==> config.mk <==
export PLATFORM = sky130hd
export DESIGN_NAME = fetch_unit_flat
export DESIGN_NICKNAME = d
export VERILOG_FILES = /design/src/rtl/cpu_pkg.sv /design/src/rtl/fetch_unit_if.sv /design/src/rtl/fetch_unit_pc_counter.sv /design/src/rtl/fetch_unit.sv /design/src/flat_wrapper.sv
export SDC_FILE = /design/constraint.sdc
export NUM_CORES = 1
export LEC_CHECK = 0
export CAP_MARGIN = 20
export CORE_ASPECT_RATIO = 0.75
export CORE_MARGIN = 3
export CORE_UTILIZATION = 39
export CTS_CLUSTER_SIZE = 8
export DETAILED_ROUTE_END_ITERATION = 7
export PLACE_DENSITY = 0.81
export SLEW_MARGIN = 10
export SYNTH_ARGS = -nofsm -noshare
export SYNTH_HDL_FRONTEND = slang
export SYNTH_HIERARCHICAL = 1
export SYNTH_SLANG_ARGS = --single-unit
==> constraint.sdc <==
create_clock -name clk -period 3.57 [get_ports clk]
set_clock_uncertainty 0.15 [all_clocks]
set_input_delay 0.8925 -clock clk [delete_from_list [all_inputs] [get_ports clk]]
set_output_delay 0.8925 -clock clk [all_outputs]
set_load 0.1 [all_outputs]
==> src/rtl/cpu_pkg.sv <==
// Shared CPU definitions: fetch state encoding and default datapath widths
// used by fetch, decode and the register file.
package cpu_pkg;

  localparam int unsigned CPU_ADDR_W = 8;
  localparam int unsigned CPU_DATA_W = 16;

  typedef enum logic [1:0] {
    FETCH_IDLE  = 2'd0,
    FETCH_REQ   = 2'd1,
    FETCH_VALID = 2'd2
  } fetch_state_e;

endpackage

==> src/rtl/fetch_unit_if.sv <==
// Instruction-memory read port: req/ready handshake with word address and data.
interface fetch_unit_if
  import cpu_pkg::*;
#(
  parameter int unsigned ADDR_W = CPU_ADDR_W,
  parameter int unsigned DATA_W = CPU_DATA_W
) ();

  logic              mem_req;
  logic [ADDR_W-1:0] mem_addr;
  logic              mem_ready;
  logic [DATA_W-1:0] mem_rdata;

  modport master (output mem_req, output mem_addr, input mem_ready, input mem_rdata);
  modport slave  (input mem_req, input mem_addr, output mem_ready, output mem_rdata);

endinterface

==> src/rtl/fetch_unit_pc_counter.sv <==
// Program counter with async reset, load-over-increment priority and wrap.
module pc_counter
  import cpu_pkg::*;
#(
  parameter int unsigned ADDR_W   = CPU_ADDR_W,
  parameter int unsigned RESET_PC = 0
) (
  input  logic              clk,
  input  logic              rst_n,
  input  logic              inc,
  input  logic              load,
  input  logic [ADDR_W-1:0] load_val,
  output logic [ADDR_W-1:0] pc
);

  logic [ADDR_W-1:0] pc_d, pc_q;

  always_comb begin
    pc_d = pc_q;
    if (load) begin
      pc_d = load_val;
    end else if (inc) begin
      pc_d = pc_q + ADDR_W'(1);
    end
  end

  always_ff @(posedge clk or negedge rst_n) begin
    if (!rst_n) begin
      pc_q <= ADDR_W'(RESET_PC);
    end else begin
      pc_q <= pc_d;
    end
  end

  assign pc = pc_q;

endmodule

==> src/rtl/fetch_unit.sv <==
// Instruction-fetch stage: owns the PC, reads instruction memory, loads the
// external instruction register and hands instructions to decode.
module fetch_unit
  import cpu_pkg::*;
#(
  parameter int unsigned ADDR_W   = CPU_ADDR_W,
  parameter int unsigned DATA_W   = CPU_DATA_W,
  parameter int unsigned RESET_PC = 0
) (
  input  logic              clk,
  input  logic              rst_n,
  fetch_unit_if.master      mem,
  output logic              ir_we,
  output logic [DATA_W-1:0] ir_data,
  output logic              instr_valid,
  output logic [ADDR_W-1:0] instr_pc,
  input  logic              instr_ack,
  input  logic              stall,
  input  logic              branch_taken,
  input  logic [ADDR_W-1:0] branch_target
);

  fetch_state_e      state_d, state_q;
  logic              instr_valid_d, instr_valid_q;
  logic [ADDR_W-1:0] instr_pc_d, instr_pc_q;
  logic              fire_c;
  logic [ADDR_W-1:0] pc;

  pc_counter #(
    .ADDR_W   (ADDR_W),
    .RESET_PC (RESET_PC)
  ) u_pc (
    .clk      (clk),
    .rst_n    (rst_n),
    .inc      (fire_c),
    .load     (branch_taken),
    .load_val (branch_target),
    .pc       (pc)
  );

  // Branch outranks everything: it drops any coinciding response and any pending instruction.
  always_comb begin
    state_d       = state_q;
    instr_valid_d = instr_valid_q;
    instr_pc_d    = instr_pc_q;
    fire_c        = 1'b0;
    case (state_q)
      FETCH_IDLE: begin
        state_d = FETCH_REQ;
      end
      FETCH_REQ: begin
        if (branch_taken) begin
          state_d = FETCH_REQ;
        end else if (mem.mem_ready) begin
          fire_c        = 1'b1;
          state_d       = FETCH_VALID;
          instr_valid_d = 1'b1;
          instr_pc_d    = pc;
        end
      end
      FETCH_VALID: begin
        if (branch_taken || (instr_ack && !stall)) begin
          state_d       = FETCH_REQ;
          instr_valid_d = 1'b0;
        end
      end
      default: begin
        state_d       = FETCH_IDLE;
        instr_valid_d = 1'b0;
      end
    endcase
  end

  always_ff @(posedge clk or negedge rst_n) begin
    if (!rst_n) begin
      state_q       <= FETCH_IDLE;
      instr_valid_q <= 1'b0;
      instr_pc_q    <= '0;
    end else begin
      state_q       <= state_d;
      instr_valid_q <= instr_valid_d;
      instr_pc_q    <= instr_pc_d;
    end
  end

  // Request follows state, so an async reset drops it without waiting for an edge.
  assign mem.mem_req  = (state_q == FETCH_REQ);
  assign mem.mem_addr = pc;
  assign ir_we        = fire_c;
  assign ir_data      = mem.mem_rdata;
  assign instr_valid  = instr_valid_q;
  assign instr_pc     = instr_pc_q;

endmodule

==> src/flat_wrapper.sv <==
// flat-port wrapper written by rule: the top's interface ports become plain ports
module fetch_unit_flat import cpu_pkg::*;
#(
  parameter int unsigned ADDR_W   = CPU_ADDR_W,
  parameter int unsigned DATA_W   = CPU_DATA_W,
  parameter int unsigned RESET_PC = 0
)
  (clk, rst_n, ir_we, ir_data, instr_valid, instr_pc, instr_ack, stall, branch_taken, branch_target, mem_mem_req, mem_mem_addr, mem_mem_ready, mem_mem_rdata);
  fetch_unit_if #(.ADDR_W(ADDR_W), .DATA_W(DATA_W)) mem_i ();
  input  logic clk;
  input  logic rst_n;
  output logic ir_we;
  output logic [DATA_W-1:0] ir_data;
  output logic instr_valid;
  output logic [ADDR_W-1:0] instr_pc;
  input  logic instr_ack;
  input  logic stall;
  input  logic branch_taken;
  input  logic [ADDR_W-1:0] branch_target;
  output wire logic [$bits(mem_i.mem_req)-1:0] mem_mem_req;
  output wire logic [$bits(mem_i.mem_addr)-1:0] mem_mem_addr;
  input wire logic [$bits(mem_i.mem_ready)-1:0] mem_mem_ready;
  input wire logic [$bits(mem_i.mem_rdata)-1:0] mem_mem_rdata;
  assign mem_mem_req = mem_i.mem_req;
  assign mem_mem_addr = mem_i.mem_addr;
  assign mem_i.mem_ready = mem_mem_ready;
  assign mem_i.mem_rdata = mem_mem_rdata;
  fetch_unit #(.ADDR_W(ADDR_W), .DATA_W(DATA_W), .RESET_PC(RESET_PC)) u_core (.clk(clk), .rst_n(rst_n), .mem(mem_i), .ir_we(ir_we), .ir_data(ir_data), .instr_valid(instr_valid), .instr_pc(instr_pc), .instr_ack(instr_ack), .stall(stall), .branch_taken(branch_taken), .branch_target(branch_target));
endmodule
Cell classes on the final placement:
The bar under the picture is 20 um long. Fill, decap, tap and diode cells in gray.
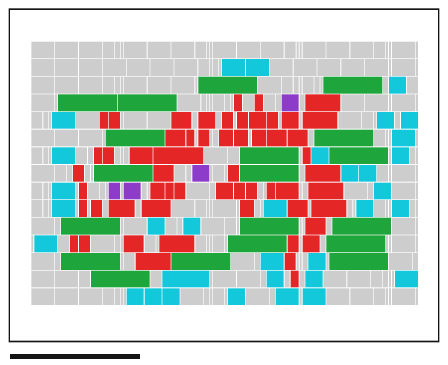
Key: cyan = remaining buffers and delay cells [cells 33, share of their area 24%]; purple = clock drivers and dummy loads [cells 4, share of their area 2.2%]; red = remaining logic cells [cells 57, share of their area 35%]; green = registers [cells 19, share of their area 39%]
Layout Utilization: 51.9%
fraction of area in registers: 37.5%
final instance area: 1270 um^2
num rows: 15
CORE AREA: 2440 um^2

Placement view:
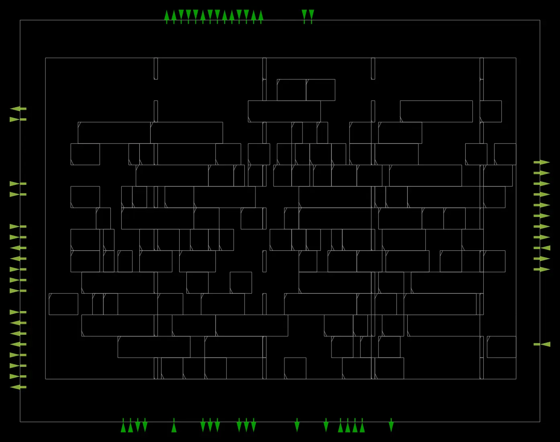
final std cells w/o fill: 147
FILL cells: 231

Metal 1:
Supply wires on this layer in gray.
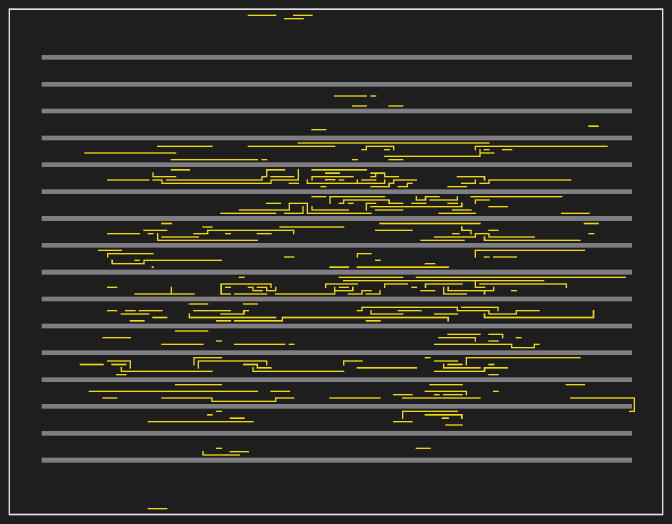
The layer carries 856 um of wire. The wires run mostly horizontal. The layer holds 42% of the routed length.

Signal wires by layer:
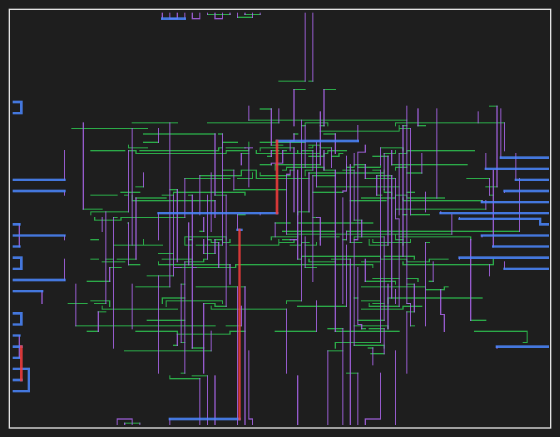
Key: purple = M2 [wire length 973 um]; red = M4 [wire length 36.0 um]; blue = M3 [wire length 177 um]; green = M1 [wire length 856 um]
detailed-route wire length per cell: 13.9 um
gr usage total: 12.8%
via count: 721

Signal metal coverage by tile:
13 x 10 tiles, from black (low) to pale yellow (high), scaled to the fullest tile. Values are wire area over tile area, all layers added.
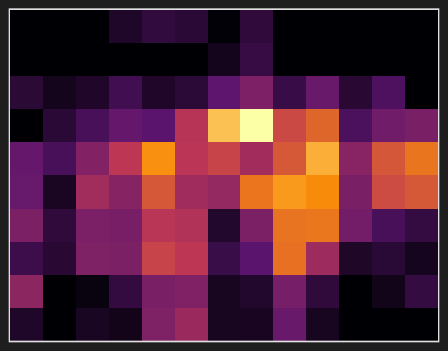
22% of the tiles are nearly empty. The fullest tile reaches 0.40. The mean over all tiles is 0.10. 15% of the tiles are over half the peak. The emptiest ninth of the die: upper left.
final wirelength: 2040 um

==> impl_metrics.json <==
{
  "status": "completed",
  "comb-power_w": 0.000573,
  "clkPwrFrac_pct": 11.0,
  "ff_type": "dfrtp_1",
  "r2r_cells": 5,
  "critPathLaunchType": "input pin",
  "io_pins": 65,
  "crit_path_max_incr_delay_ns": 0.45,
  "p_leak_nw": 0.568,
  "p_sw_share_pct": 54.8,
  "grt_max_degree": 21,
  "grt-ovfl-total": 0,
  "clock-sinks": 19,
  "slew_headroom_pct": 44.8,
  "whs_path_depth": 1,
  "required_ns": 2.53,
  "grt_pass1_vias": 649,
  "n_all_inverters": 2,
  "ff2ff_setup_slack_ns": 1.67,
  "top_cells_by_count": "19 x dfrtp_1, 17 x buf_4, 10 x nand2_1",
  "synth_area_um2": 1050,
  "synthCells": 96,
  "min_from": "u_core/instr_pc[0]",
  "fin_setup_tns_ns": 0,
  "layout.nonclk_buf_share_pct": 23.1,
  "syn-num-nets": 127,
  "finalSetupViolations": 0,
  "finalCritPeriodShare_pct": 86.6,
  "power_leader": "combinational logic",
  "root_buffer": "clkbuf_4",
  "final.clkbuf_count": 3,
  "fmax_mhz": 323,
  "reg2reg_to": "u_core/u_pc/pc[5]",
  "wl_met3_um": 176,
  "hold_violations": 0,
  "rr_startpoint": "u_core/state_q[1]",
  "dp_cells": 143,
  "insertedDiodeCount": 0,
  "yosys_area_um2": 1050,
  "port_buffers": 32,
  "p_int_w": 0.000447,
  "grt_setup_unrepaired": "no",
  "place_area_um2": 1240,
  "warnings": 26,
  "power_density_nw_per_um2": 780,
  "top_layer_used": "met4",
  "syn2layout_area_growth_pct": 20.2,
  "dp_hpwl_um": 1610,
  "largest_area_cell": "dfrtp_1",
  "comb_share_pct": 33.3,
  "area_leaders": "dfrtp_1 45%, buf_4 12%, mux2_4 10%",
  "antenna_found_initial": 0,
  "worstPathMaxFanout": 17,
  "drt_first_pass_iters": 4,
  "die_h_um": 51.0,
  "p_sw_w": 0.000542,
  "cts_tree": "done",
  "die_w_um": 66.1,
  "p_seq_share_pct": 31.1,
  "report.final.slew_viol_count": 0,
  "clk_pin_slew_worst_paths_ns": 0.10,
  "drive_above_1_share_pct": 32.7
}
-- cells by family after synthesis --
family	after synthesis	synth area share [%]
adder cells (fa/ha/maj)	1	1.19
XOR/XNOR	4	3.32
buffers and inverters	22	14.9
multiplexers	9	12.0
AND-OR/OR-AND	13	7.24
AND/OR/NAND/NOR	28	16.3
flip-flops	19	45.1
-- through the flow --
| step | total power (W) | setup slack, ns | hold slack, ns | util, % |
|---|---|---|---|---|
| after floorplan | 0.000844 | 0.648 | 0.339 | - |
| after global placement | 0.000875 | 0.513 | 0.346 | 50.8 |
| after detailed placement | 0.000888 | 0.473 | 0.355 | 50.8 |
| after CTS | 0.000998 | 0.474 | 0.380 | 51.9 |
| after global routing | 0.00103 | 0.427 | 0.396 | 51.9 |
| final | 0.000988 | 0.478 | 0.374 | 51.9 |
-- sequential cells by signal, summed over array words and instances (netlist names) --
| register | flops |
|---|---|
| u_core/instr_pc | 8 |
| u_core/instr_valid | 1 |
| u_core/state_q | 2 |
| u_core/u_pc/pc | 8 |
-- worst max path at each step --
stage / start / to / slack [ns] / cells after the start
CTS: mem_mem_ready / ir_we / 0.47 / 4
floorplan: u_core/state_q[1] / u_core/u_pc/pc[5] / 0.65 / 7
global route: mem_mem_ready / ir_we / 0.43 / 4
detailed placement: mem_mem_ready / ir_we / 0.47 / 4
global placement: mem_mem_ready / ir_we / 0.51 / 4
finish: mem_mem_ready / ir_we / 0.48 / 4
-- layout by cell type, fill, tap and decap left out, drive strengths merged, types with 2 or more instances in the layout --
cell	synthesis	layout
buf	18	20
dfrtp	19	19
clkdlybuf4s50	0	13
nand2	10	10
mux2	8	8
o21ai	8	8
nand3	5	5
nor2b	5	5
clkbuf	2	3
xor2	3	3
or4	3	3
nand4	3	3
inv	2	2
a21oi	2	2
Power and IR drop assume default switching activity.
